### config.mk
export PLATFORM = sky130hd
export DESIGN_NAME = vdot_seq
export DESIGN_NICKNAME = d
export VERILOG_FILES = /design/src/rtl/vdot_seq.sv
export SDC_FILE = /design/constraint.sdc
export NUM_CORES = 2
export LEC_CHECK = 0
export ABC_AREA = 1
export CELL_PAD_IN_SITES_DETAIL_PLACEMENT = 0
export CELL_PAD_IN_SITES_GLOBAL_PLACEMENT = 1
export CORE_MARGIN = 2
export CORE_UTILIZATION = 45
export DETAILED_ROUTE_END_ITERATION = 10
export GPL_TIMING_DRIVEN = 0
export PLACE_DENSITY = 0.8
export SLEW_MARGIN = 20
export SYNTH_ARGS = -nofsm -noshare
export SYNTH_HDL_FRONTEND = slang
export SYNTH_SLANG_ARGS = --single-unit
export TNS_END_PERCENT = 1
### constraint.sdc
create_clock -name clk_i -period 17.7 [get_ports clk_i]
set_clock_uncertainty 0.2 [all_clocks]
set_input_delay 3.54 -clock clk_i [delete_from_list [all_inputs] [get_ports clk_i]]
set_output_delay 3.54 -clock clk_i [all_outputs]
set_load 0.05 [all_outputs]
### src/rtl/vdot_seq.sv
// vdot_seq - multi-cycle sequencer for the VDOT instruction (opcode 7'b0101011).
//
// Fetches VLEN word pairs A[i], B[i] from data memory at base_a + 4*i and
// base_b + 4*i, multiply-accumulates them into a 64-bit accumulator, and
// returns one 32-bit result for write-back to rd. The memory read port is
// shared with the core; core loads/stores win whenever core_mem_busy_i is high.
// The front end is frozen through stall_o until the write-back cycle.
//
// Build option:
//   VDOT_SAT_EN  defined     : wb_data_o is the accumulator clamped to int32.
//                not defined : wb_data_o is acc[31:0] (two's-complement wrap).
//
// Parameters:
//   VLEN             elements per dot product, 1..255.
//
// Ports:
//   clk_i            core clock, all state on the rising edge.
//   rst_i            synchronous active-high reset.
//   start_i          VDOT decoded in ID; sampled only while idle.
//   base_a_i/_b_i    rs1/rs2 values: byte addresses of element 0 of A/B.
//   rd_in_i          destination register index.
//   core_mem_busy_i  core owns the memory port this cycle.
//   mem_req_o        read request (combinational).
//   mem_addr_o       read address (combinational, stable while waiting).
//   mem_gnt_i        request accepted this cycle.
//   mem_rvalid_i     read data valid, one cycle after the granting cycle.
//   mem_rdata_i      read data.
//   busy_o           sequencer not idle.
//   stall_o          start_i | busy_o, freezes IF/ID.
//   wb_en_o          one-cycle register write strobe.
//   wb_rd_o          destination register for the write-back.
//   wb_data_o        dot-product result.
//
// state    | meaning
// ---------+-------------------------------------------------------------
// S_IDLE   | waiting for start_i
// S_RD_A   | requesting A[idx]; held until the request is granted
// S_WAIT_A | waiting for A[idx] read data
// S_RD_B   | requesting B[idx]; held until the request is granted
// S_WAIT_B | waiting for B[idx]; accumulate, then next element or done
// S_DONE   | write-back strobe cycle

module vdot_seq #(
  parameter int unsigned VLEN = 4
) (
  input  logic        clk_i,
  input  logic        rst_i,
  input  logic        start_i,
  input  logic [31:0] base_a_i,
  input  logic [31:0] base_b_i,
  input  logic [4:0]  rd_in_i,
  input  logic        core_mem_busy_i,
  output logic        mem_req_o,
  output logic [31:0] mem_addr_o,
  input  logic        mem_gnt_i,
  input  logic        mem_rvalid_i,
  input  logic [31:0] mem_rdata_i,
  output logic        busy_o,
  output logic        stall_o,
  output logic        wb_en_o,
  output logic [4:0]  wb_rd_o,
  output logic [31:0] wb_data_o
);

  localparam logic [7:0] LAST_IDX = 8'(VLEN - 1);

  typedef enum logic [2:0] {
    S_IDLE,
    S_RD_A,
    S_WAIT_A,
    S_RD_B,
    S_WAIT_B,
    S_DONE
  } state_e;

  state_e      state_q;
  logic [31:0] base_a_q;
  logic [31:0] base_b_q;
  logic [4:0]  rd_q;
  logic [7:0]  idx_q;
  logic [31:0] op_a_q;
  logic [63:0] acc_q;
  logic        busy_q;
  logic        wb_en_q;
  logic [4:0]  wb_rd_q;
  logic [31:0] wb_data_q;

  logic [31:0] elem_off;
  logic [63:0] op_a_ext;
  logic [63:0] op_b_ext;
  logic [63:0] prod;
  logic [63:0] acc_d;
  logic [31:0] result_d;
  logic        rd_phase;
  logic        grant;

  assign rd_phase = (state_q == S_RD_A) || (state_q == S_RD_B);
  assign elem_off = {22'd0, idx_q, 2'b00};
  assign grant    = mem_req_o & mem_gnt_i;

  // The core has priority: the request simply drops while it owns the port,
  // and the FSM holds in the read state with the address unchanged.
  assign mem_req_o = rd_phase & ~core_mem_busy_i;

  always_comb begin
    mem_addr_o = 32'd0;
    case (state_q)
      S_RD_A:  mem_addr_o = base_a_q + elem_off;
      S_RD_B:  mem_addr_o = base_b_q + elem_off;
      default: mem_addr_o = 32'd0;
    endcase
  end

  // Sign-extend both operands to 64 bits; the low 64 bits of the unsigned
  // product of the extended values equal the signed 32x32 product.
  assign op_a_ext = {{32{op_a_q[31]}}, op_a_q};
  assign op_b_ext = {{32{mem_rdata_i[31]}}, mem_rdata_i};
  assign prod     = op_a_ext * op_b_ext;
  assign acc_d    = acc_q + prod;

  always_comb begin
`ifdef VDOT_SAT_EN
    // In int32 range exactly when bits 63..31 are all copies of the sign.
    if (acc_d[63:31] == {33{acc_d[63]}}) begin
      result_d = acc_d[31:0];
    end else if (acc_d[63]) begin
      result_d = 32'h8000_0000;
    end else begin
      result_d = 32'h7FFF_FFFF;
    end
`else
    result_d = acc_d[31:0];
`endif
  end

  always_ff @(posedge clk_i) begin
    if (rst_i) begin
      state_q   <= S_IDLE;
      base_a_q  <= 32'd0;
      base_b_q  <= 32'd0;
      rd_q      <= 5'd0;
      idx_q     <= 8'd0;
      op_a_q    <= 32'd0;
      acc_q     <= 64'd0;
      busy_q    <= 1'b0;
      wb_en_q   <= 1'b0;
      wb_rd_q   <= 5'd0;
      wb_data_q <= 32'd0;
    end else begin
      wb_en_q <= 1'b0;
      case (state_q)
        S_IDLE: begin
          if (start_i) begin
            base_a_q <= base_a_i;
            base_b_q <= base_b_i;
            rd_q     <= rd_in_i;
            idx_q    <= 8'd0;
            acc_q    <= 64'd0;
            busy_q   <= 1'b1;
            state_q  <= S_RD_A;
          end
        end
        S_RD_A: begin
          if (grant) state_q <= S_WAIT_A;
        end
        S_WAIT_A: begin
          if (mem_rvalid_i) begin
            op_a_q  <= mem_rdata_i;
            state_q <= S_RD_B;
          end
        end
        S_RD_B: begin
          if (grant) state_q <= S_WAIT_B;
        end
        S_WAIT_B: begin
          if (mem_rvalid_i) begin
            acc_q <= acc_d;
            if (idx_q == LAST_IDX) begin
              // Result registered here so it is on wb_data_o during DONE.
              wb_en_q   <= 1'b1;
              wb_rd_q   <= rd_q;
              wb_data_q <= result_d;
              state_q   <= S_DONE;
            end else begin
              idx_q   <= idx_q + 8'd1;
              state_q <= S_RD_A;
            end
          end
        end
        S_DONE: begin
          busy_q  <= 1'b0;
          state_q <= S_IDLE;
        end
        default: begin
          busy_q  <= 1'b0;
          state_q <= S_IDLE;
        end
      endcase
    end
  end

  assign busy_o    = busy_q;
  assign stall_o   = start_i | busy_q;
  assign wb_en_o   = wb_en_q;
  assign wb_rd_o   = wb_rd_q;
  assign wb_data_o = wb_data_q;

endmodule

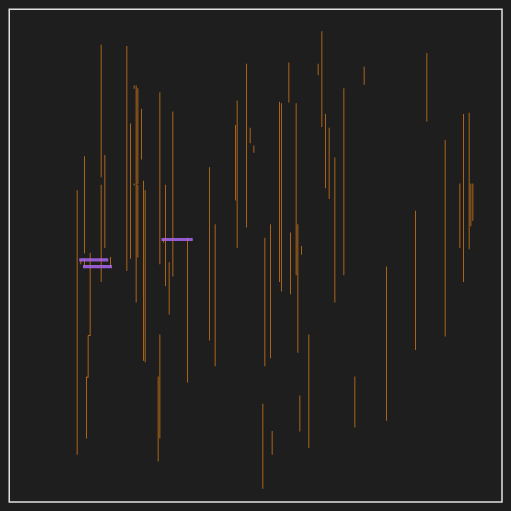
(images/metal_stack.png)
Scale: 2 px per µm. Only two layers are drawn.
Key: met4 = orange [wire length 3,260 µm]; met5 = purple [wire length 39.8 µm]
Routed WL: 88,300 µm
total number of vias: 22,600

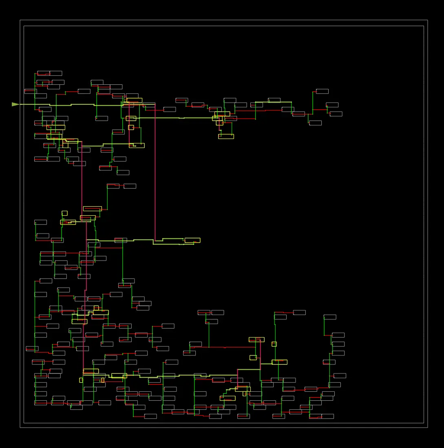
(images/final_clocks.png)
total clock sinks: 183
reported clock group power: 0.408 mW

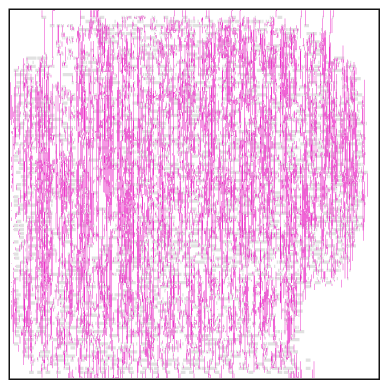
(images/met2.png)
Scale: 1.5 px per µm.
The longest straight run is 120 µm. The wires run mostly vertical. 3,533 nets have wire on it. The layer holds 47% of the routed length.
global routing usage on met2: 0.498

==> summary.txt <==
The layout was made with Yosys and OpenROAD.

Looking at the gate-level netlist, the highest instance count belongs to sky130_fd_sc_hd__inv_1. The first global-routing pass estimated 135,000 µm of wire. The core occupancy in the finished layout is 0.511.

met1 track demand over resource after global routing is 0.385. The sequential cell power is 0.530 mW. The count of tool warnings is 26.

The cell that appears most often on the critical path is sky130_fd_sc_hd__fa_1. The maximum number of pins on one net before global-route repair is 18. According to the floorplan log, the row count is 88.

The clock tree from TritonCTS is built. The register-to-register path setup slack is 8.87 ns. In the final report, the number of hold violations comes to 0. The relative area of clock buffers and inverters in the final design is 0.0202. The unique cell type count in the Yosys netlist is 47. The register bit total from synthesis is 183. Counting instances in the post-synthesis netlist gives the leading cell types as sky130_fd_sc_hd__inv_1, sky130_fd_sc_hd__nand2_1, sky130_fd_sc_hd__fa_1. The power group with the highest consumption is combinational cells.

The number of resized instances in the post-cts repair step is 0. In this run, the synthesized area fraction spent on and/or/nand/nor cells is recorded as 0.189. The area overhead of the layout relative to synthesis is 12.2%. The number of fillers in the final layout is 5,867. The clock network power share is 0.095. After the last flow step, the layout net total stands at 4,507.

The global routing report lists combined usage of all routing layers as 0.302. The number of enable flip-flop cells is 0. The footprint of the multi-input gates is 18,100 µm². Adding up every negative setup slack in the final design gives 0 ns. The flow ran to the end, and the final reports show no timing, DRC or antenna violations. The share of total power dissipated in sequential elements is 0.124. The element type at the critical path start is a primary input. The die boundary width is 246 µm.

The launch point of the worst min-delay path is recorded as base_b_q[5]. Across the whole layout, storage elements account for 3660 µm². The warning tally printed by Yosys for this design is 0. The finished layout holds 4,579 standard cells, fillers aside.

The placed instance area is 28,900 µm². The final count of negative-setup-slack endpoints is 0.
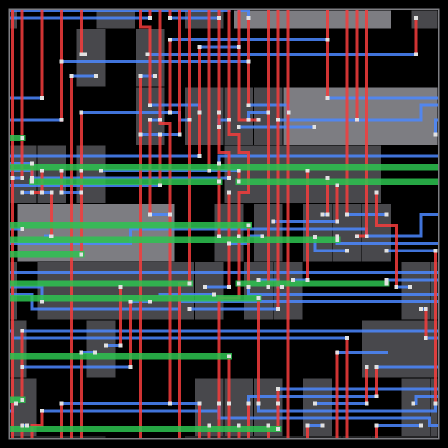
(images/zoom.png)
Region (174, 174) to (194, 194) µm. Cells in gray, sequential cells in the stronger gray; small squares are vias.
Key: met2 = red; met3 = green; met1 = blue
Netlist names of flops here include op_a_q (2). Most frequent: inv_1 (11), nand2_1 (6), nor2_1 (4). Sequential cells in the window: 2. 29 logic cells have their middle in the window.

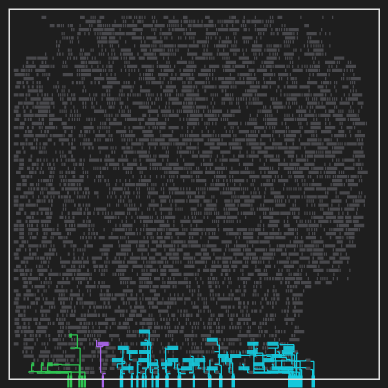
(images/port_nets.png)
Scale: 1.5 px per µm.
Key: rd_in_i = green [direction input, edge south, end cells 5, buffers 5, wire 180 µm]; busy_o = purple [direction output, edge south, end cells 1, buffers 1, wire 35.8 µm]; wb_data_o = cyan [direction output, edge south, end cells 32, buffers 32, wire 855 µm]
number of I/O port buffers: 163
number of top-level pins: 180

Power figures rest on the tool's default switching activity, not on a simulated workload.
